==> run_1/floorplan.png <==
The bar under the picture is 50 um long. Pins as bars on the die edge. Tap cells in grey.
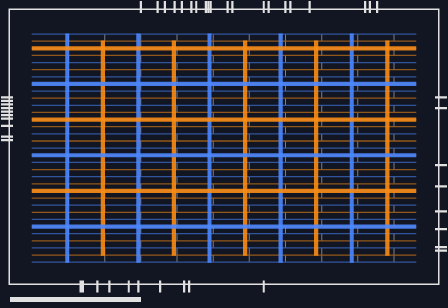
==> run_1/clock_wires.png <==
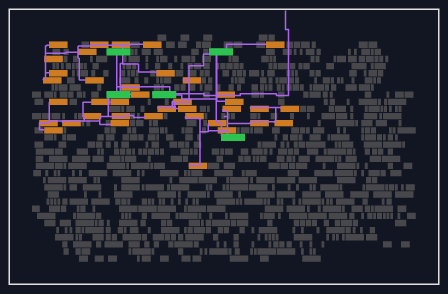
==> run_1/class_map.png <==
The bar under the picture is 50 um long.
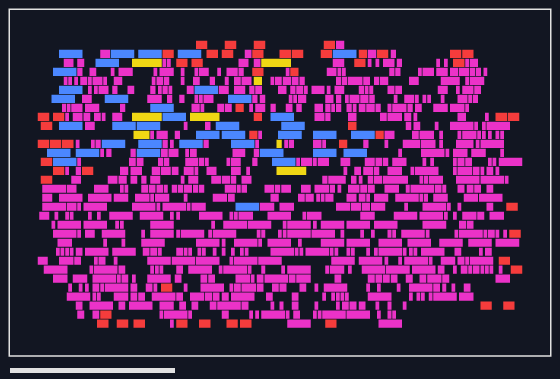
==> run_1/layers.png <==
The bar under the picture is 50 um long. Only two layers are drawn.
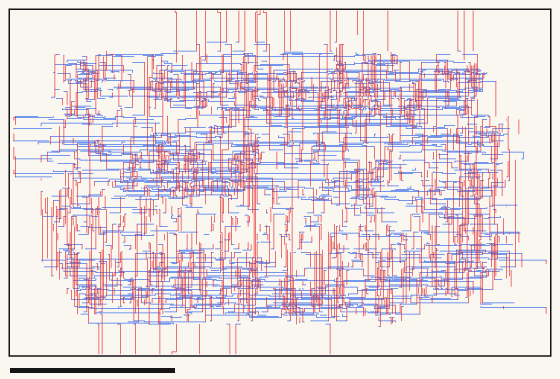
===== src/rtl/adsr_ctrl_if.sv =====
// ---------------------------------------------------------------------------
// adsr_ctrl_if -- signal bundle between a note/codec front end and the
// ADSR envelope controller.
//
//   gate        : note held (level)
//   sample_tick : single-cycle codec sample request
//   sample_in   : signed audio sample, valid with sample_tick
//   sample_out  : signed enveloped sample (registered)
//   out_valid   : single-cycle pulse, sample_out is new
//   gain        : unsigned envelope gain, 256 would be unity
//   phase       : IDLE=0, ATTACK=1, DECAY=2, SUSTAIN=3, RELEASE=4
//
// master : the side driving gate/tick/sample_in (testbench, sequencer)
// slave  : the envelope controller
// ---------------------------------------------------------------------------
interface adsr_ctrl_if;
    logic               gate;
    logic               sample_tick;
    logic signed [15:0] sample_in;
    logic signed [15:0] sample_out;
    logic               out_valid;
    logic [7:0]         gain;
    logic [2:0]         phase;

    modport master (
        output gate, sample_tick, sample_in,
        input  sample_out, out_valid, gain, phase
    );

    modport slave (
        input  gate, sample_tick, sample_in,
        output sample_out, out_valid, gain, phase
    );
endinterface


===== src/rtl/adsr_ctrl.sv =====
// ---------------------------------------------------------------------------
// adsr_ctrl -- ADSR envelope generator and sample scaler.
//
// The envelope gain moves one delta every STEP sample ticks through
// ATTACK (up to PEAK), DECAY (down to SUSTAIN), SUSTAIN (hold) and
// RELEASE (down to 0, then IDLE). A gate rise restarts ATTACK from the
// current gain; a gate fall enters RELEASE from the current gain.
// Each sample tick scales sample_in by the gain in effect before that
// cycle's update and presents the result one cycle later with out_valid.
//
// Ports:
//   clk   : sole clock, rising edge
//   rst_n : synchronous active-low reset
//   bus   : adsr_ctrl_if.slave (gate, sample_tick, sample_in in;
//           sample_out, out_valid, gain, phase out)
// ---------------------------------------------------------------------------
module adsr_ctrl #(
    parameter int STEP    = 480,
    parameter int PEAK    = 200,
    parameter int SUSTAIN = 120,
    parameter int ATK_INC = 20,
    parameter int DEC_DEC = 8,
    parameter int REL_DEC = 12
) (
    input  logic        clk,
    input  logic        rst_n,
    adsr_ctrl_if.slave  bus
);

    localparam int                CNT_W    = (STEP > 1) ? $clog2(STEP) : 1;
    localparam logic [CNT_W-1:0]  CNT_LAST = CNT_W'(STEP - 1);

    // Gain never exceeds 255, so any delta above 255 saturates exactly like
    // 255 does; clamping keeps every delta inside the 9-bit arithmetic.
    localparam logic [8:0] PEAK9 = 9'(PEAK);
    localparam logic [8:0] SUS9  = 9'(SUSTAIN);
    localparam logic [8:0] ATK9  = 9'((ATK_INC > 255) ? 255 : ATK_INC);
    localparam logic [8:0] DEC9  = 9'((DEC_DEC > 255) ? 255 : DEC_DEC);
    localparam logic [8:0] REL9  = 9'((REL_DEC > 255) ? 255 : REL_DEC);

    typedef enum logic [2:0] {
        PH_IDLE    = 3'd0,
        PH_ATTACK  = 3'd1,
        PH_DECAY   = 3'd2,
        PH_SUSTAIN = 3'd3,
        PH_RELEASE = 3'd4
    } phase_e;

    // min(g + inc, lim) in 9 bits: g + inc <= 510 cannot wrap.
    function automatic logic [7:0] sat_up(input logic [7:0] g,
                                          input logic [8:0] inc,
                                          input logic [8:0] lim);
        logic [8:0] sum;
        sum = {1'b0, g} + inc;
        return (sum >= lim) ? lim[7:0] : sum[7:0];
    endfunction

    // max(g - dec, floor_v) without ever forming a negative intermediate:
    // compare the headroom above the floor against the delta instead.
    function automatic logic [7:0] sat_down(input logic [7:0] g,
                                            input logic [8:0] dec,
                                            input logic [8:0] floor_v);
        logic [8:0] room;
        room = {1'b0, g} - floor_v;
        if ({1'b0, g} <= floor_v) begin
            return floor_v[7:0];
        end
        return (room > dec) ? 8'({1'b0, g} - dec) : floor_v[7:0];
    endfunction

    // (sample * {0,gain}) >>> 8 on a signed 25-bit product, low 16 bits kept.
    function automatic logic signed [15:0] scale(input logic signed [15:0] s,
                                                 input logic [7:0]         g);
        logic signed [24:0] prod;
        prod = 25'(s) * 25'(signed'({1'b0, g}));
        return 16'(prod >>> 8);
    endfunction

    phase_e             phase_q, phase_d;
    logic [7:0]         gain_q,  gain_d;
    logic [CNT_W-1:0]   cnt_q,   cnt_d;
    logic               gate_q,  gate_d;   // gate_q: gate one cycle ago
    logic signed [15:0] smp_q,   smp_d;
    logic               vld_q,   vld_d;

    logic rise;
    logic fall;
    logic step_evt;

    always_comb begin
        gate_d   = bus.gate;
        rise     = bus.gate & ~gate_q;
        fall     = ~bus.gate & gate_q;
        step_evt = bus.sample_tick && (cnt_q == CNT_LAST);

        phase_d = phase_q;
        gain_d  = gain_q;
        cnt_d   = cnt_q;

        if (bus.sample_tick) begin
            cnt_d = (cnt_q == CNT_LAST) ? '0 : cnt_q + 1'b1;
        end

        // One event per cycle: rise beats fall beats step; the loser is lost.
        if (rise) begin
            phase_d = PH_ATTACK;
        end else if (fall) begin
            if (phase_q inside {PH_ATTACK, PH_DECAY, PH_SUSTAIN}) begin
                phase_d = PH_RELEASE;
            end
        end else if (step_evt) begin
            case (phase_q)
                PH_ATTACK: begin
                    gain_d = sat_up(gain_q, ATK9, PEAK9);
                    if (gain_d == PEAK9[7:0]) phase_d = PH_DECAY;
                end
                PH_DECAY: begin
                    gain_d = sat_down(gain_q, DEC9, SUS9);
                    if (gain_d == SUS9[7:0]) phase_d = PH_SUSTAIN;
                end
                PH_RELEASE: begin
                    gain_d = sat_down(gain_q, REL9, 9'd0);
                    if (gain_d == 8'd0) phase_d = PH_IDLE;
                end
                default: ;
            endcase
        end

        if (phase_q == PH_IDLE && !rise) begin
            gain_d = 8'd0;
        end

        // Every phase starts a fresh step period.
        if (phase_d != phase_q || rise || phase_q == PH_IDLE) begin
            cnt_d = '0;
        end

        smp_d = bus.sample_tick ? scale(bus.sample_in, gain_q) : smp_q;
        vld_d = bus.sample_tick;
    end

    always_ff @(posedge clk) begin
        if (!rst_n) begin
            phase_q <= PH_IDLE;
            gain_q  <= 8'd0;
            cnt_q   <= '0;
            gate_q  <= 1'b0;
            smp_q   <= '0;
            vld_q   <= 1'b0;
        end else begin
            phase_q <= phase_d;
            gain_q  <= gain_d;
            cnt_q   <= cnt_d;
            gate_q  <= gate_d;
            smp_q   <= smp_d;
            vld_q   <= vld_d;
        end
    end

    assign bus.sample_out = smp_q;
    assign bus.out_valid  = vld_q;
    assign bus.gain       = gain_q;
    assign bus.phase      = phase_q;

endmodule


===== src/flat_wrapper.sv =====
// flat-port wrapper written by rule: the top's interface ports become plain ports
module adsr_ctrl_flat 
#(
    parameter int STEP    = 480,
    parameter int PEAK    = 200,
    parameter int SUSTAIN = 120,
    parameter int ATK_INC = 20,
    parameter int DEC_DEC = 8,
    parameter int REL_DEC = 12
)
  (clk, rst_n, bus_gate, bus_sample_tick, bus_sample_in, bus_sample_out, bus_out_valid, bus_gain, bus_phase);
  adsr_ctrl_if bus_i ();
  input  logic clk;
  input  logic rst_n;
  input wire logic [$bits(bus_i.gate)-1:0] bus_gate;
  input wire logic [$bits(bus_i.sample_tick)-1:0] bus_sample_tick;
  input wire logic [$bits(bus_i.sample_in)-1:0] bus_sample_in;
  output wire logic [$bits(bus_i.sample_out)-1:0] bus_sample_out;
  output wire logic [$bits(bus_i.out_valid)-1:0] bus_out_valid;
  output wire logic [$bits(bus_i.gain)-1:0] bus_gain;
  output wire logic [$bits(bus_i.phase)-1:0] bus_phase;
  assign bus_i.gate = bus_gate;
  assign bus_i.sample_tick = bus_sample_tick;
  assign bus_i.sample_in = bus_sample_in;
  assign bus_sample_out = bus_i.sample_out;
  assign bus_out_valid = bus_i.out_valid;
  assign bus_gain = bus_i.gain;
  assign bus_phase = bus_i.phase;
  adsr_ctrl #(.STEP(STEP), .PEAK(PEAK), .SUSTAIN(SUSTAIN), .ATK_INC(ATK_INC), .DEC_DEC(DEC_DEC), .REL_DEC(REL_DEC)) u_core (.clk(clk), .rst_n(rst_n), .bus(bus_i));
endmodule

===== config.mk =====
export PLATFORM = sky130hd
export DESIGN_NAME = adsr_ctrl_flat
export DESIGN_NICKNAME = d
export VERILOG_FILES = /design/src/rtl/adsr_ctrl_if.sv /design/src/rtl/adsr_ctrl.sv /design/src/flat_wrapper.sv
export SDC_FILE = /design/constraint.sdc
export NUM_CORES = 1
export LEC_CHECK = 0
export ABC_CLOCK_PERIOD_IN_PS = 8000
export CAP_MARGIN = 40
export CELL_PAD_IN_SITES_DETAIL_PLACEMENT = 0
export CELL_PAD_IN_SITES_GLOBAL_PLACEMENT = 1
export CORE_ASPECT_RATIO = 0.6
export CORE_MARGIN = 8
export CORE_UTILIZATION = 50
export DETAILED_ROUTE_END_ITERATION = 7
export GPL_ROUTABILITY_DRIVEN = 0
export PLACE_DENSITY_LB_ADDON = 0.1
export SYNTH_ARGS = -nofsm -noshare
export SYNTH_HDL_FRONTEND = slang
export SYNTH_SLANG_ARGS = --single-unit
export TNS_END_PERCENT = 10

===== constraint.sdc =====
create_clock -name clk -period 8 [get_ports clk]
set_clock_uncertainty 0.1 [all_clocks]
set_input_delay 1.6 -clock clk [delete_from_list [all_inputs] [get_ports clk]]
set_output_delay 1.6 -clock clk [all_outputs]
set_load 0.02 [all_outputs]

==> run notes, run 1 <==
The implementation run finished. The flow ran to the end, and the final reports show no timing, DRC or antenna violations. In the layout the commonest cells are sky130_fd_sc_hd__inv_1 (142), sky130_fd_sc_hd__fa_1 (99), sky130_fd_sc_hd__nand2_1 (86). Buffer count excluding the clock tree in the final layout landed at 55.

The final timing report lists a hold violation count of 0. Global-route usage over all layers landed at 20.1%. The script extracted a net switching power of 106 uW. Met1 usage in global routing landed at 30.1%. Count of instantiated cells in the yosys netlist landed at 770. After detailed placement, the total cell area comes to 0.00712 mm2. Multiplexer area fraction after synthesis landed at 0.923%.

Among the non-sequential cells, adder cells take the most area. Final routed DRC violation total landed at 0. Per the log, the first TritonRoute iteration ended with a DRC count of 541. Critical path arrival landed at 6.54 ns. Final worst-path setup slack landed at 1.51 ns. Looking at the reg2reg group, the worst path starts from u_core.bus.gain[4].

Clock tree cell share of total cell area landed at 2.08%. Number of standard-cell rows in the floorplan landed at 32. Maximum vdd drop landed at 0.0999 mV.

In this design, the largest share of critical-path delay is due to adder cells. Cell count along the critical path landed at 17. The pin closest to its max-slew limit shows a slew of 0.857 ns. Per report_power, the top consumer among the power groups is the clock network. Count of antenna-violating nets left after detailed routing landed at 0. Once layout is complete, the utilization of the core stands at 57.0%. Setup slack of the worst register-to-register path landed at 2.70 ns. Routed wire length landed at 16,300 um. Maximum clock rate landed at 0.154 GHz. The final report lists a non-filler cell total of 972.

Core area landed at 0.0128 mm2. Buffer share of cell area landed at 7.29%. Worst stage delay on the critical path landed at 0.63 ns. Mean instance size in the synthesized netlist landed at 8.45 um2. Number of clock buffers in the layout landed at 6. Of the total synthesized cell area, the portion taken by AND-OR and OR-AND cells is 12.0%. After clock tree synthesis, the flow added hold-fix buffers numbering 0. Post-synth design cell area landed at 0.00651 mm2. Share of cells above drive strength 1 landed at 4.24%. Sequential group power landed at 193 uW.

Count of filler cells inserted in the layout landed at 1,182. Per the synthesis report, the single largest cell type by area occupies 30.4% of cell area. The wire-length estimate of the detail-placed layout is 13,100 um.

Post-synthesis chip area from yosys landed at 0.00651 mm2. Number of max-cap violations landed at 0. Average wire per standard cell landed at 16.7 um.

Count of buffer and inverter cells on the critical path landed at 4. Proportion of register bits with asynchronous set or reset after synthesis landed at 0%. Power of the combinational group landed at 38.2 uW. Clock group power landed at 204 uW. The repair_antennas step left the layout with diodes totalling 0.

Adder-cell share of the synthesized area landed at 40.4%. Per STA, the endpoint of the critical path is u_core.bus.sample_out[15]. Of all cell types, the one taking the most synthesized area is sky130_fd_sc_hd__fa_1. By area, logic gates come first. Number of H-tree levels landed at 2.

Number of cells after detailed placement landed at 964. Per the layout area report, the combinational gate area comes to 0.00508 mm2. The critical path's slowest stage uses the library cell sky130_fd_sc_hd__clkdlybuf4s50_1.
Back to the opening pictures, floorplan.png:
Key: VDD = orange; VSS = blue
33 met1 rails follow the rows. 10 straps on met4. The core has 32 rows. 6 straps on met5. 48 signal pins sit on the boundary.

Back to the opening pictures, clock_wires.png:
Key: clock wires = purple [length 576 um]; flip-flops = orange [count 38]; clock-net drivers = green [count 5]
There are 6 routed clock nets.

Back to the opening pictures, class_map.png:
Key: remaining logic cells = magenta [cells 701, share of their area 80%]; clock drivers and dummy loads = yellow [cells 8, share of their area 2.1%]; remaining buffers and delay cells = red [cells 55, share of their area 7.5%]; registers = blue [cells 38, share of their area 11%]

Back to the opening pictures, layers.png:
Key: M1 = blue [wire length 7,950 um]; M2 = red [wire length 7,050 um]

==> inputs of run 2 (changes only) <==
--- a/config.mk
+++ b/config.mk
@@ -5,13 +5,13 @@
 export SDC_FILE = /design/constraint.sdc
 export NUM_CORES = 1
 export LEC_CHECK = 0
-export ABC_CLOCK_PERIOD_IN_PS = 8000
+export ABC_CLOCK_PERIOD_IN_PS = 6400
 export CAP_MARGIN = 40
 export CELL_PAD_IN_SITES_DETAIL_PLACEMENT = 0
 export CELL_PAD_IN_SITES_GLOBAL_PLACEMENT = 1
 export CORE_ASPECT_RATIO = 0.6
 export CORE_MARGIN = 8
-export CORE_UTILIZATION = 50
+export CORE_UTILIZATION = 47
 export DETAILED_ROUTE_END_ITERATION = 7
 export GPL_ROUTABILITY_DRIVEN = 0
 export PLACE_DENSITY_LB_ADDON = 0.1
==> constraint.sdc (replaced) <==
create_clock -name clk -period 6.4 [get_ports clk]
set_clock_uncertainty 0.1 [all_clocks]
set_input_delay 1.28 -clock clk [delete_from_list [all_inputs] [get_ports clk]]
set_output_delay 1.28 -clock clk [all_outputs]
set_load 0.02 [all_outputs]
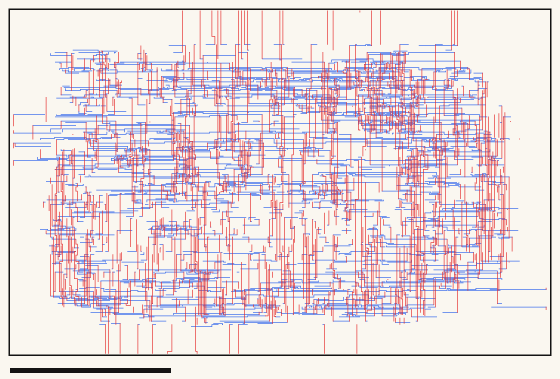
(run_2/layers.png)
The bar under the picture is 50 um long. Only two layers are drawn.
Key: M2 = red [wire length 7,250 um]; M1 = blue [wire length 7,940 um]

==> run 2 against run 1 <==
Net effect:
- die size up 5.6%
- combinational power is 25% higher
- sequential power grew 25%
- critical endpoint is now u_core.bus.sample_out[12]
==> run notes, run 2 <==
The implementation run finished. Power of the combinational group landed at 47.7 uW. Final worst-path setup slack landed at 0.378 ns. Core area landed at 0.0136 mm2. Setup slack of the worst register-to-register path landed at 1.26 ns. Worst stage delay on the critical path landed at 0.63 ns. By area, the class that comes first in the final layout consists of logic gates.

Share of Yosys cell area claimed by the top area cell type landed at 30.4%. Critical path arrival landed at 6.11 ns. Number of H-tree levels landed at 2. The timing report lists the critical path depth as 17 cells.

The routed design has 16,300 um of wire. Average wire per standard cell landed at 16.5 um. The critical path's slowest stage uses the library cell sky130_fd_sc_hd__clkdlybuf4s50_1. Measured on the finished design, the core utilization comes to 54.1%. The synthesized netlist was found by Yosys to have 770 cells. For reference, the critical path is captured by u_core.bus.sample_out[12].

Clock network power for this build is 256 uW. Share of synthesized cell area in and-or and or-and compound cells landed at 12.0%. Yosys shows that the main logic family after synthesis is adder cells. Final routed DRC violation total landed at 0. Proportion of register bits with asynchronous set or reset after synthesis landed at 0%. Buffers outside the clock tree occupy 8.17% of the routed design's cell area. IR analysis of the VDD net gives a maximum drop of 0.0962 mV.

Counting tap cells, the placed design contains a total of 977 instances. Buffer count excluding the clock tree in the final layout landed at 63. In this design, the largest share of critical-path delay is due to adder cells. Clock tree cell share of total cell area landed at 2.06%. Note, the detailed placer reported a final HPWL of 13,600 um.

By area the synthesized netlist is led by sky130_fd_sc_hd__fa_1 (30%), sky130_fd_sc_hd__dfxtp_1 (12%), sky130_fd_sc_hd__ha_1 (10%). In this run the critical register-to-register path is launched from u_core.bus.gain[2]. Post-synthesis chip area from yosys landed at 0.00651 mm2. The placement stage leaves a total instance area of 0.00720 mm2. Global-route usage over all layers landed at 19.3%. The synthesized netlist occupies a cell area of 0.00651 mm2. Count of filler cells inserted in the layout landed at 1,270. Sequential group power landed at 241 uW. Slew at the pin with the worst max-slew slack landed at 0.978 ns.

The finished layout holds 985 standard cells, fillers aside. Number of standard-cell rows in the floorplan landed at 33. Number of buffers inserted for hold repair after clock tree synthesis landed at 0.

In this run the mean area of a mapped cell was 8.45 um2. For this run, the script counts the antenna cells in the layout as 0. The flow ran to the end, and the final reports show no timing, DRC or antenna violations. Number of clock buffers in the layout landed at 6. The multi-input combinational cells in the finished layout cover a total of 0.00508 mm2. Met1 usage in global routing landed at 27.8%. Count of antenna-violating nets left after detailed routing landed at 0. Maximum clock rate landed at 0.166 GHz. In the layout the commonest cells are sky130_fd_sc_hd__inv_1 (142), sky130_fd_sc_hd__fa_1 (99), sky130_fd_sc_hd__nand2_1 (86). Adder-cell share of the synthesized area landed at 40.4%.

Multiplexer area fraction after synthesis landed at 0.923%.
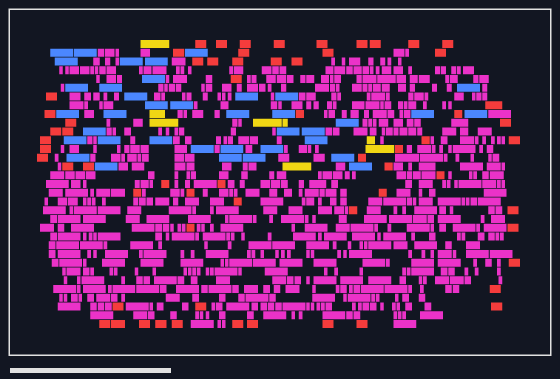
(run_2/class_map.png)
The bar under the picture is 50 um long.
Key: clock drivers and dummy loads = yellow [cells 8, share of their area 2.1%]; registers = blue [cells 38, share of their area 11%]; remaining logic cells = magenta [cells 701, share of their area 79%]; remaining buffers and delay cells = red [cells 63, share of their area 8.4%]

==> inputs of run 3 (changes only) <==
--- a/config.mk
+++ b/config.mk
@@ -12,6 +12,7 @@
 export CORE_ASPECT_RATIO = 0.6
 export CORE_MARGIN = 8
 export CORE_UTILIZATION = 47
+export CTS_CLUSTER_SIZE = 14
 export DETAILED_ROUTE_END_ITERATION = 7
 export GPL_ROUTABILITY_DRIVEN = 0
 export PLACE_DENSITY_LB_ADDON = 0.1
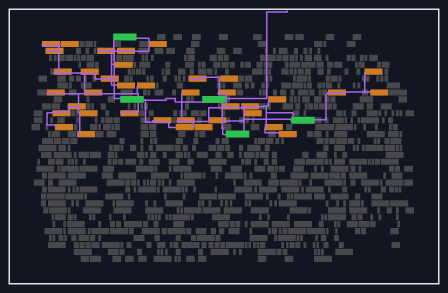
(run_3/clock_wires.png)
Key: flip-flops = orange [count 38]; clock wires = purple [length 583 um]; clock-net drivers = green [count 5]
There are 6 routed clock nets.

==> run 3 against run 2 <==
Net effect:
- cell count unchanged
- setup slack unchanged
- synthesized area unchanged
- first-iteration DRC count unchanged
- combinational power about the same
- global-route usage unchanged
- wire length unchanged
- die size unchanged
- highest routed layer unchanged
- design area unchanged
- maximum frequency unchanged
- critical path type unchanged
- flip-flop count unchanged
- via count unchanged
==> run notes, run 3 <==
The implementation run finished. The final route contains 5,281 vias. Count of filler cells inserted in the layout landed at 1,270. Once detail routing completed, the nets flagged for antenna violations numbered 0. In the post-route analysis, the smallest setup slack over all paths is 0.378 ns. In this build the clock could be raised as far as 0.166 GHz. Per the run report, area growth between synthesis and finish was 12.9%. Total net switching power landed at 134 uW. Final tally of hold violations landed at 0. Share of synthesized cell area in and-or and or-and compound cells landed at 12.0%. Number of antenna diodes landed at 0. The critical path runs through a total of 17 cells.

The layout report gives the multi-input gate share of total cell area as 69.1%. Summed over all routing layers, the global router reports a total usage of 19.3%. STA lists the endpoint of the worst register-to-register path as u_core.bus.sample_out[12]. The most critical setup path has its endpoint at u_core.bus.sample_out[12]. TritonRoute reported its final design rule violation total as 0. The clock network power reported by the tool is 256 uW.

Per the detail_route report, routed wire per instance is 16.5 um. At the placement stage, the worst setup path has a slack of -0.0114 ns. The run finished with clean final reports. Per the detailed placement report, the placed cell area equals 0.00720 mm2.

The main area contributors are sky130_fd_sc_hd__fa_1 (30%), sky130_fd_sc_hd__dfxtp_1 (12%), sky130_fd_sc_hd__ha_1 (10%). On the final layout, the worst hold slack is 0.375 ns. Detailed-route iteration 0 reported a violation count of 303. In the synthesis report, Yosys lists the chip area as 0.00651 mm2. Summed over its instances, the top area cell type makes up 30.4% of the synthesized netlist area. Per the skew report, the later register of the worst-skew pair sees a clock latency of 0.29 ns. Multiplexer area fraction after synthesis landed at 0.923%. In this run the clock root is driven by a sky130_fd_sc_hd__clkbuf_16. By instance count after routing, the leading logic cell type is sky130_fd_sc_hd__inv_1. Combinational gate area landed at 0.00508 mm2. Warning total across the stage logs landed at 31. Maximum buffer depth of the clock tree landed at 2. After floorplanning, the core was divided into 33 placement rows. Ranked by total area, the top cell class in this layout is logic gates. The slowest stage of the critical path is the sky130_fd_sc_hd__clkdlybuf4s50_1 cell. Mean instance size in the synthesized netlist landed at 8.45 um2.

In the layout the tool counted multi-input logic cells amounting to 558. At floorplan, the net count of the design was reported as 941. The H-tree generated during clock tree synthesis spans 2 levels. In this run the VDD rail shows a maximum IR drop of 0.0962 mV. Post-route non-filler standard cell count landed at 985. Leaving out fill and tap cells, the most frequent cells in the layout are sky130_fd_sc_hd__inv_1 (142), sky130_fd_sc_hd__fa_1 (99), sky130_fd_sc_hd__nand2_1 (86). Looking at the max-slew report, the worst-margin pin has a slew of 0.978 ns. Per the timing report, the most critical flop-to-flop path originates at u_core.bus.gain[2]. The non-clock inverters instantiated in the layout total 143. The timing report attributes the biggest portion of critical-path delay to adder cells. For this run, the slowest stage of the critical path takes 0.63 ns. Count of buffer and inverter cells on the critical path landed at 4. Post-synth design cell area landed at 0.00651 mm2. Summed over all nets, the half-perimeter wirelength after detailed placement is 13,600 um. Number of clock buffers in the layout landed at 6. Along the worst hold path, the cell count comes to 2. In this run, the synthesized area fraction spent on and/or/nand/nor cells is recorded as 21.1%. Of the cells placed in the final design, the portion with a size suffix greater than 1 is 5.19%.

The fraction of final cell area spent on non-clock buffers in this run is 8.17%. Buffer count excluding the clock tree in the final layout landed at 63. Via count of the first global-routing pass landed at 5,560.

Final number of setup-violating endpoints landed at 0. Per the detailed-route log, wirelength across all metal layers totals 16,300 um. Per the synthesis report, the dominant area consumer among library cells is sky130_fd_sc_hd__fa_1.

For this run, global-route usage on met1 was measured as 27.8%. After global routing, the most crowded layer is met2. For the combinational group, total power comes out at 47.7 uW. Number of max-cap violations landed at 0. For reference, the top logic cell family by area is adder cells. In the power breakdown, the biggest contributor is the clock network. In this run, the synthesized area fraction spent on adder and majority cells is recorded as 40.4%. Per the final report, the share of cell area in clock cells is 2.06%. Setup slack of the worst register-to-register path landed at 1.26 ns. Maximum fanout along the worst path landed at 8. Including well taps, the total number of placed cells is 977. Counting flops with an async set or reset pin after synthesis yields a share of 0%.

Sequential group power landed at 241 uW. Critical path arrival landed at 6.11 ns.
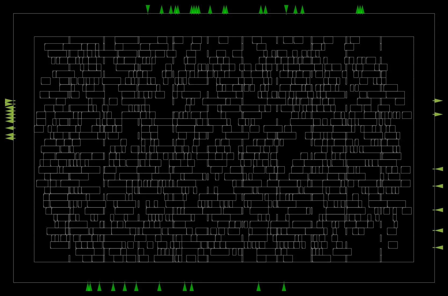
(run_3/placed.png)
Final Core Density: 54.1%
area inside the core boundary: 0.0136 mm2

Power is estimated from default activity; no workload was simulated.
